<file path="config.mk">
export PLATFORM = sky130hd
export DESIGN_NAME = uart_msg_parser_flat
export DESIGN_NICKNAME = d
export VERILOG_FILES = /design/src/rtl/hft_uart_pkg.sv /design/src/rtl/uart_msg_parser_if.sv /design/src/rtl/msg_timeout_ctr.sv /design/src/rtl/uart_msg_parser.sv /design/src/flat_wrapper.sv
export SDC_FILE = /design/constraint.sdc
export NUM_CORES = 1
export LEC_CHECK = 0
export ABC_AREA = 1
export CORE_MARGIN = 4
export CORE_UTILIZATION = 50
export DETAILED_ROUTE_END_ITERATION = 10
export MAX_ROUTING_LAYER = met4
export PLACE_DENSITY = 0.8
export SKIP_LAST_GASP = 1
export SYNTH_ARGS = -nofsm -noshare
export SYNTH_HDL_FRONTEND = slang
export SYNTH_SLANG_ARGS = --single-unit
</file>
<file path="constraint.sdc">
create_clock -name clk -period 2.4 [get_ports clk]
set_input_delay 0.48 -clock clk [delete_from_list [all_inputs] [get_ports clk]]
set_output_delay 0.48 -clock clk [all_outputs]
set_load 0.005 [all_outputs]
</file>
<file path="src/rtl/hft_uart_pkg.sv">
// hft_uart_pkg: shared UART front-end constants and parser state type (UART_MSG_CHECKSUM_EN adds the CHK state)
package hft_uart_pkg;
    localparam logic [7:0] UART_SOF = 8'hA5;
    localparam int DEF_MAX_PAYLOAD = 16;
    localparam int DEF_TIMEOUT_CLKS = 2000;
    typedef enum logic [2:0] {
        S_IDLE,
        S_TYPE,
        S_LEN,
        S_PAYLOAD,
`ifdef UART_MSG_CHECKSUM_EN
        S_CHK,
`endif
        S_OUT
    } msg_state_t;
endpackage

</file>
<file path="src/rtl/uart_msg_parser_if.sv">
// uart_msg_parser_if: receiver byte handshake, message valid/ready and error pulses
interface uart_msg_parser_if #(
    parameter int MAX_PAYLOAD = hft_uart_pkg::DEF_MAX_PAYLOAD
);
    logic                     rx_ready;
    logic [7:0]               rx_data;
    logic                     rx_clear;
    logic                     msg_valid;
    logic                     msg_ready;
    logic [7:0]               msg_type;
    logic [7:0]               msg_len;
    logic [8*MAX_PAYLOAD-1:0] msg_payload;
    logic                     err_len;
    logic                     err_chk;
    logic                     err_timeout;
    modport master (
        input  rx_ready, rx_data, msg_ready,
        output rx_clear, msg_valid, msg_type, msg_len, msg_payload, err_len, err_chk, err_timeout
    );
    modport slave (
        output rx_ready, rx_data, msg_ready,
        input  rx_clear, msg_valid, msg_type, msg_len, msg_payload, err_len, err_chk, err_timeout
    );
endinterface

</file>
<file path="src/rtl/msg_timeout_ctr.sv">
// msg_timeout_ctr: counts idle clocks while enabled and flags the TIMEOUT_CLKS-th one
module msg_timeout_ctr import hft_uart_pkg::*; #(
    parameter int TIMEOUT_CLKS = DEF_TIMEOUT_CLKS
) (
    input  logic clk,
    input  logic rst,
    input  logic en,
    input  logic clr,
    output logic expired
);
    localparam int W = $clog2(TIMEOUT_CLKS);
    logic [W-1:0] cnt_q, cnt_d;
    assign expired = en & ~clr & (cnt_q == W'(TIMEOUT_CLKS - 1));
    // restart on every consumed byte, outside the frame states, and after expiry
    always_comb begin
        cnt_d = (clr | ~en | expired) ? '0 : cnt_q + W'(1);
    end
    // count register
    always_ff @(posedge clk) begin
        if (rst) cnt_q <= '0;
        else     cnt_q <= cnt_d;
    end
endmodule

</file>
<file path="src/rtl/uart_msg_parser.sv">
// uart_msg_parser: frames SOF/TYPE/LEN/payload[/CHK] bytes into messages (UART_MSG_CHECKSUM_EN enables CHK byte)
module uart_msg_parser import hft_uart_pkg::*; #(
    parameter int MAX_PAYLOAD  = DEF_MAX_PAYLOAD,
    parameter int TIMEOUT_CLKS = DEF_TIMEOUT_CLKS
) (
    input logic               clk,
    input logic               rst,
    uart_msg_parser_if.master bus
);
`ifdef UART_MSG_CHECKSUM_EN
    localparam msg_state_t S_LAST = S_CHK;
`else
    localparam msg_state_t S_LAST = S_OUT;
`endif
    msg_state_t               state_q, state_d;
    logic                     clr_q;
    logic                     rx_clear;
    logic                     expired;
    logic [7:0]               chk_q, chk_d;
    logic [7:0]               idx_q, idx_d;
    logic [7:0]               type_q, type_d;
    logic [7:0]               len_q, len_d;
    logic [8*MAX_PAYLOAD-1:0] payload_q, payload_d;
    logic                     err_len_q, err_len_d;
    logic                     err_chk_q, err_chk_d;
    logic                     err_timeout_q, err_timeout_d;

    assign rx_clear = bus.rx_ready & (state_q != S_OUT) & ~clr_q;

    msg_timeout_ctr #(.TIMEOUT_CLKS(TIMEOUT_CLKS)) u_timeout (
        .clk     (clk),
        .rst     (rst),
        .en      (state_q != S_IDLE && state_q != S_OUT),
        .clr     (rx_clear),
        .expired (expired)
    );

    // frame FSM with byte capture and running XOR checksum
    always_comb begin
        state_d       = state_q;
        chk_d         = chk_q;
        idx_d         = idx_q;
        type_d        = type_q;
        len_d         = len_q;
        payload_d     = payload_q;
        err_len_d     = 1'b0;
        err_chk_d     = 1'b0;
        err_timeout_d = 1'b0;
        if (expired) begin
            state_d       = S_IDLE;
            err_timeout_d = 1'b1;
        end else if (state_q == S_OUT) begin
            state_d = bus.msg_ready ? S_IDLE : S_OUT;
        end else if (rx_clear) begin
            case (state_q)
                S_IDLE: begin
                    if (bus.rx_data == UART_SOF) begin
                        state_d   = S_TYPE;
                        chk_d     = '0;
                        idx_d     = '0;
                        payload_d = '0;
                    end
                end
                S_TYPE: begin
                    type_d  = bus.rx_data;
                    chk_d   = chk_q ^ bus.rx_data;
                    state_d = S_LEN;
                end
                S_LEN: begin
                    if (bus.rx_data > 8'(MAX_PAYLOAD)) begin
                        err_len_d = 1'b1;
                        state_d   = S_IDLE;
                    end else begin
                        len_d   = bus.rx_data;
                        chk_d   = chk_q ^ bus.rx_data;
                        state_d = (bus.rx_data == 8'd0) ? S_LAST : S_PAYLOAD;
                    end
                end
                S_PAYLOAD: begin
                    for (int k = 0; k < MAX_PAYLOAD; k++)
                        if (idx_q == 8'(k)) payload_d[8*k +: 8] = bus.rx_data;
                    chk_d   = chk_q ^ bus.rx_data;
                    idx_d   = idx_q + 8'd1;
                    state_d = (idx_q == len_q - 8'd1) ? S_LAST : S_PAYLOAD;
                end
`ifdef UART_MSG_CHECKSUM_EN
                S_CHK: begin
                    err_chk_d = bus.rx_data != chk_q;
                    state_d   = (bus.rx_data == chk_q) ? S_OUT : S_IDLE;
                end
`endif
                default: ;
            endcase
        end
    end

    // state, handshake history and output registers
    always_ff @(posedge clk) begin
        if (rst) begin
            state_q       <= S_IDLE;
            clr_q         <= 1'b0;
            chk_q         <= '0;
            idx_q         <= '0;
            type_q        <= '0;
            len_q         <= '0;
            payload_q     <= '0;
            err_len_q     <= 1'b0;
            err_chk_q     <= 1'b0;
            err_timeout_q <= 1'b0;
        end else begin
            state_q       <= state_d;
            clr_q         <= rx_clear;
            chk_q         <= chk_d;
            idx_q         <= idx_d;
            type_q        <= type_d;
            len_q         <= len_d;
            payload_q     <= payload_d;
            err_len_q     <= err_len_d;
            err_chk_q     <= err_chk_d;
            err_timeout_q <= err_timeout_d;
        end
    end

    assign bus.rx_clear    = rx_clear;
    assign bus.msg_valid   = state_q == S_OUT;
    assign bus.msg_type    = type_q;
    assign bus.msg_len     = len_q;
    assign bus.msg_payload = payload_q;
    assign bus.err_len     = err_len_q;
    assign bus.err_chk     = err_chk_q;
    assign bus.err_timeout = err_timeout_q;
endmodule

</file>
<file path="src/flat_wrapper.sv">
// flat-port wrapper written by rule: the top's interface ports become plain ports
module uart_msg_parser_flat import hft_uart_pkg::*;
#(
    parameter int MAX_PAYLOAD  = DEF_MAX_PAYLOAD,
    parameter int TIMEOUT_CLKS = DEF_TIMEOUT_CLKS
)
  (clk, rst, bus_rx_ready, bus_rx_data, bus_msg_ready, bus_rx_clear, bus_msg_valid, bus_msg_type, bus_msg_len, bus_msg_payload, bus_err_len, bus_err_chk, bus_err_timeout);
  uart_msg_parser_if #(.MAX_PAYLOAD(MAX_PAYLOAD)) bus_i ();
  input logic clk;
  input logic rst;
  input wire logic [$bits(bus_i.rx_ready)-1:0] bus_rx_ready;
  input wire logic [$bits(bus_i.rx_data)-1:0] bus_rx_data;
  input wire logic [$bits(bus_i.msg_ready)-1:0] bus_msg_ready;
  output wire logic [$bits(bus_i.rx_clear)-1:0] bus_rx_clear;
  output wire logic [$bits(bus_i.msg_valid)-1:0] bus_msg_valid;
  output wire logic [$bits(bus_i.msg_type)-1:0] bus_msg_type;
  output wire logic [$bits(bus_i.msg_len)-1:0] bus_msg_len;
  output wire logic [$bits(bus_i.msg_payload)-1:0] bus_msg_payload;
  output wire logic [$bits(bus_i.err_len)-1:0] bus_err_len;
  output wire logic [$bits(bus_i.err_chk)-1:0] bus_err_chk;
  output wire logic [$bits(bus_i.err_timeout)-1:0] bus_err_timeout;
  assign bus_i.rx_ready = bus_rx_ready;
  assign bus_i.rx_data = bus_rx_data;
  assign bus_i.msg_ready = bus_msg_ready;
  assign bus_rx_clear = bus_i.rx_clear;
  assign bus_msg_valid = bus_i.msg_valid;
  assign bus_msg_type = bus_i.msg_type;
  assign bus_msg_len = bus_i.msg_len;
  assign bus_msg_payload = bus_i.msg_payload;
  assign bus_err_len = bus_i.err_len;
  assign bus_err_chk = bus_i.err_chk;
  assign bus_err_timeout = bus_i.err_timeout;
  uart_msg_parser #(.MAX_PAYLOAD(MAX_PAYLOAD), .TIMEOUT_CLKS(TIMEOUT_CLKS)) u_core (.clk(clk), .rst(rst), .bus(bus_i));
endmodule
</file>
Figure 1. Placement by cell class.
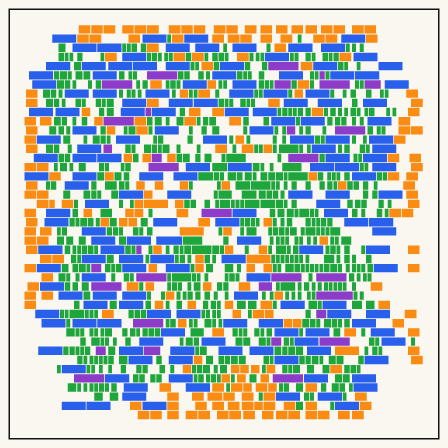
legend:
  blue:
    class: sequential cells
    cells: 169
  green:
    class: combinational and other logic
    cells: 715
  purple:
    class: clock drivers and dummy loads
    cells: 32
  orange:
    class: remaining buffers and delay cells
    cells: 225

Figure 2. Met3 routing.
Scale bar: 50 um.
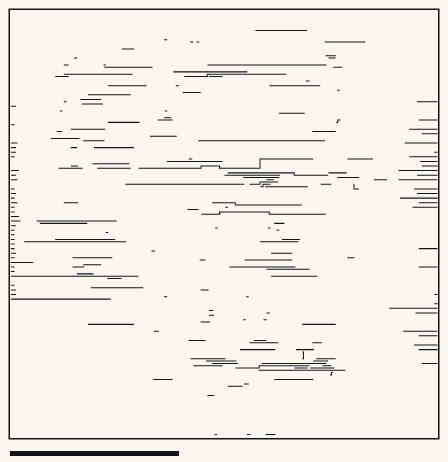
share of all routed wire: 6.4%
nets with wire on the layer: 145
wire length on this layer: 1380 um
longest straight run: 37.5 um

==> flow report <==
=================================================================================================================
Outcome ............................................................................................ finished, final reports clean
Switching pwr ......................................................................................      1.82 mW
Floorplan Utilization ..............................................................................        51.0%
Worst Hold Slack ...................................................................................       454 ps
Mean instance size in the synthesized netlist ......................................................     7.53 um2
Internal reg-to-reg setup slack ....................................................................       190 ps
Area growth from synthesis to layout ...............................................................        38.9%
Number of I/O port buffers .........................................................................          159
CTS tree ...........................................................................................          yes
Highest clock frequency the design can meet ........................................................    0.450 GHz
Clock-pin transition on the worst setup and hold timing paths ......................................        60 ps
Arithmetic-cell share of the synthesized area counting full adders, half adders and majority gates .        1.06%
Transition time of the tightest slew-check pin .....................................................       622 ps
Pin count of the biggest net entering global routing ...............................................           51
Sw Ratio ...........................................................................................        26.8%
Sort of element at the end of the critical path ....................................................   output pin
Initial DRT Pass Iterations ........................................................................            6
Number of global-route vias before repair ..........................................................         6858
Vias ...............................................................................................         7259
Die Span Y .........................................................................................       127 um
Deepest clock path buffer count ....................................................................            2
Critical path, cell by cell ........................................................................ nor2_2, inv_2, nor2_2, buf_4, clkdlybuf4s50_1
Worst setup SP type ................................................................................         flop
Power density over cell area .......................................................................   695 nW/um2
Count of buffers added by post-CTS timing repair for setup .........................................            0
Clock Power Share ..................................................................................        39.4%
Hold worst-path end ................................................................................ u_core.u_timeout.cnt_q[0]
Worst path arrival time ............................................................................      1740 ps
Cell internal power dissipation ....................................................................      4.98 mW
Most common logic cells in the final layout ........................................................ nor2_1, dfxtp_1, clkdlybuf4s50_1, nand2_1, buf_4
Post-synthesis simple-gate area fraction ...........................................................        28.0%
FILL cells .........................................................................................         1113
Cell with the largest stage delay on the worst path ................................................ clkdlybuf4s50_1
Synthesized netlist cell count .....................................................................          937
Type of the worst min-delay path ...................................................................      reg2reg
Required arrival time at the worst endpoint ........................................................      1920 ps
Number of enable flip-flop cells ...................................................................            0
Relative slew slack ................................................................................        58.3%
Portion of the clock cycle consumed by the worst path in the final layout ..........................        92.6%
Flops out of synthesis .............................................................................          169
Clk latency late pin ...............................................................................       430 ps
Leakage power figure ...............................................................................      3.90 nW
First-pass GRT wire length .........................................................................     34600 um
Num rows ...........................................................................................           43
Fin util ...........................................................................................        70.9%
Remaining DRCs .....................................................................................            0
Core ar. ...........................................................................................    13800 um2
Post-synth cell types ..............................................................................           31
Total of max-cap violations ........................................................................            0
Number of clock buffers inserted by TritonCTS ......................................................           17
WP buf/inv .........................................................................................            3
First-iteration detailed-routing DRC count .........................................................          548
Number of antenna-violating nets in the routed design ..............................................            0
Most frequently used flop master after synthesis ...................................................      dfxtp_1
Worst path top cell family by delay ................................................................ buffers and inverters
# setup viols final ................................................................................            0
Antenna fix cells ..................................................................................            0
IR drop worst, VDD .................................................................................       421 uV
Skew final .........................................................................................      6.77 ps
Stage delay of the slowest cell on the critical path ...............................................       490 ps
GRT Residual Overflow ..............................................................................            0
Sequential fraction of design power ................................................................        44.8%
Standard cell area after detailed placement ........................................................     9200 um2
=================================================================================================================
Figure 3. Local utilization.
The die is cut into 13 by 13 equal tiles; white is low, dark blue is high, 0 to 100% covered.
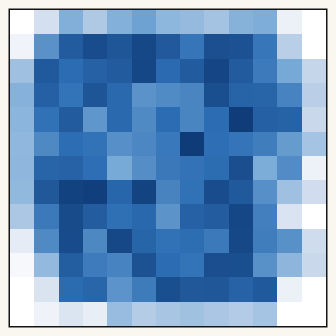
tiles over 75% full: 39%
nearly empty tiles: 5.3%
fullest tile: 95%

-- area by class of cell --
cell class / instances / area share, %
inverter: 64 / 2.45
timing repair buffer: 225 / 21.8
clock inverter: 12 / 1.17
clock buffer: 20 / 4.76
tap: 180 / 2.30
sequential: 169 / 34.5
multi-input combinational: 651 / 33.0
-- routing by layer --
| metal | global-route usage [%] | up-vias | part of all wire [%] |
|---|---|---|---|
| met2 | 41.8 | 305 | 47 |
| met3 | 5.05 | 58 | 6.4 |
| met5 | - | - | 0 |
| met1 | 35.0 | 3349 | 43 |
| li1 | - | 3547 | - |
| met4 | 12.7 | 0 | 3.5 |
-- flip-flops by register name (all words and copies together) (netlist names) --
name	count
u_core.bus.msg_payload	128
u_core.u_timeout.cnt_q	11
u_core.bus.msg_len	8
u_core.bus.msg_type	8
u_core.idx_q	8
u_core.state_q	3
u_core.bus.err_len	1
u_core.bus.err_timeout	1
u_core.clr_q	1
-- repair_timing --
action                                 CTS  global route
pin swaps                                0             1
setup endpoints to repair                1             2
endpoints found under the hold margin    0             0
gates resized                            2             4
-- logic make-up (layout without fill, tap and decap cells) --
logic type      after synthesis  in the layout
other cells                   1              1
compound gates              192            192
flops                       169            169
fa+ha+maj                     6              6
buf+inv                     117            321
xor+xnor                      9              9
simple gates                443            443
-- cell usage after synthesis (9+ instances only) --
cell	number	area (um2)
o21ai_1	10	50.1
inv_2	9	33.8
nor3_1	61	305
clkbuf_1	34	128
nand3_1	28	140
o21ai_0	57	285
inv_1	55	206
nor2_1	201	754
dfxtp_1	169	3380
nand2_1	104	390
a21oi_1	59	295
a31oi_1	53	332
buf_2	14	70.1
nand4_1	30	188
-- power groups by stage --
stage | clock network (mW) | logic (mW) | registers (mW)
after floorplan | 0 | 0.505 | 3.10
after global placement | 0 | 1.04 | 3.10
after detailed placement | 0 | 1.05 | 3.10
after CTS | 2.71 | 1.07 | 3.05
after global routing | 2.83 | 1.18 | 3.06
final | 2.68 | 1.07 | 3.05
-- worst max-delay path by stage --
stage | startpoint | slack, ps | depth (start not counted) | end
2_1_floorplan | u_core.idx_q[5] | 520 | 7 | u_core.bus.msg_payload[119]
3_3_place_gp | bus_rx_data[0] | -80 | 10 | u_core.bus.msg_payload[2]
3_5_place_dp | bus_rx_data[0] | -140 | 10 | u_core.bus.msg_payload[68]
4_1_cts | u_core.state_q[0] | 20 | 7 | bus_rx_clear
5_1_grt | u_core.idx_q[2] | -0.5 | 7 | u_core.bus.msg_payload[34]
6_report | u_core.state_q[1] | 180 | 5 | bus_msg_valid
-- metrics by stage --
stage | TNS, ps | worst slack (ps)
4_1_cts | 0 | 18.1
5_1_grt | -0.479 | -0.479
6_report | 0 | 177
2_1_floorplan | 0 | 522
3_5_place_dp | -7650 | -136
3_3_place_gp | -3380 | -84.0
No activity file was given, so power comes from the tool's default toggle rates.
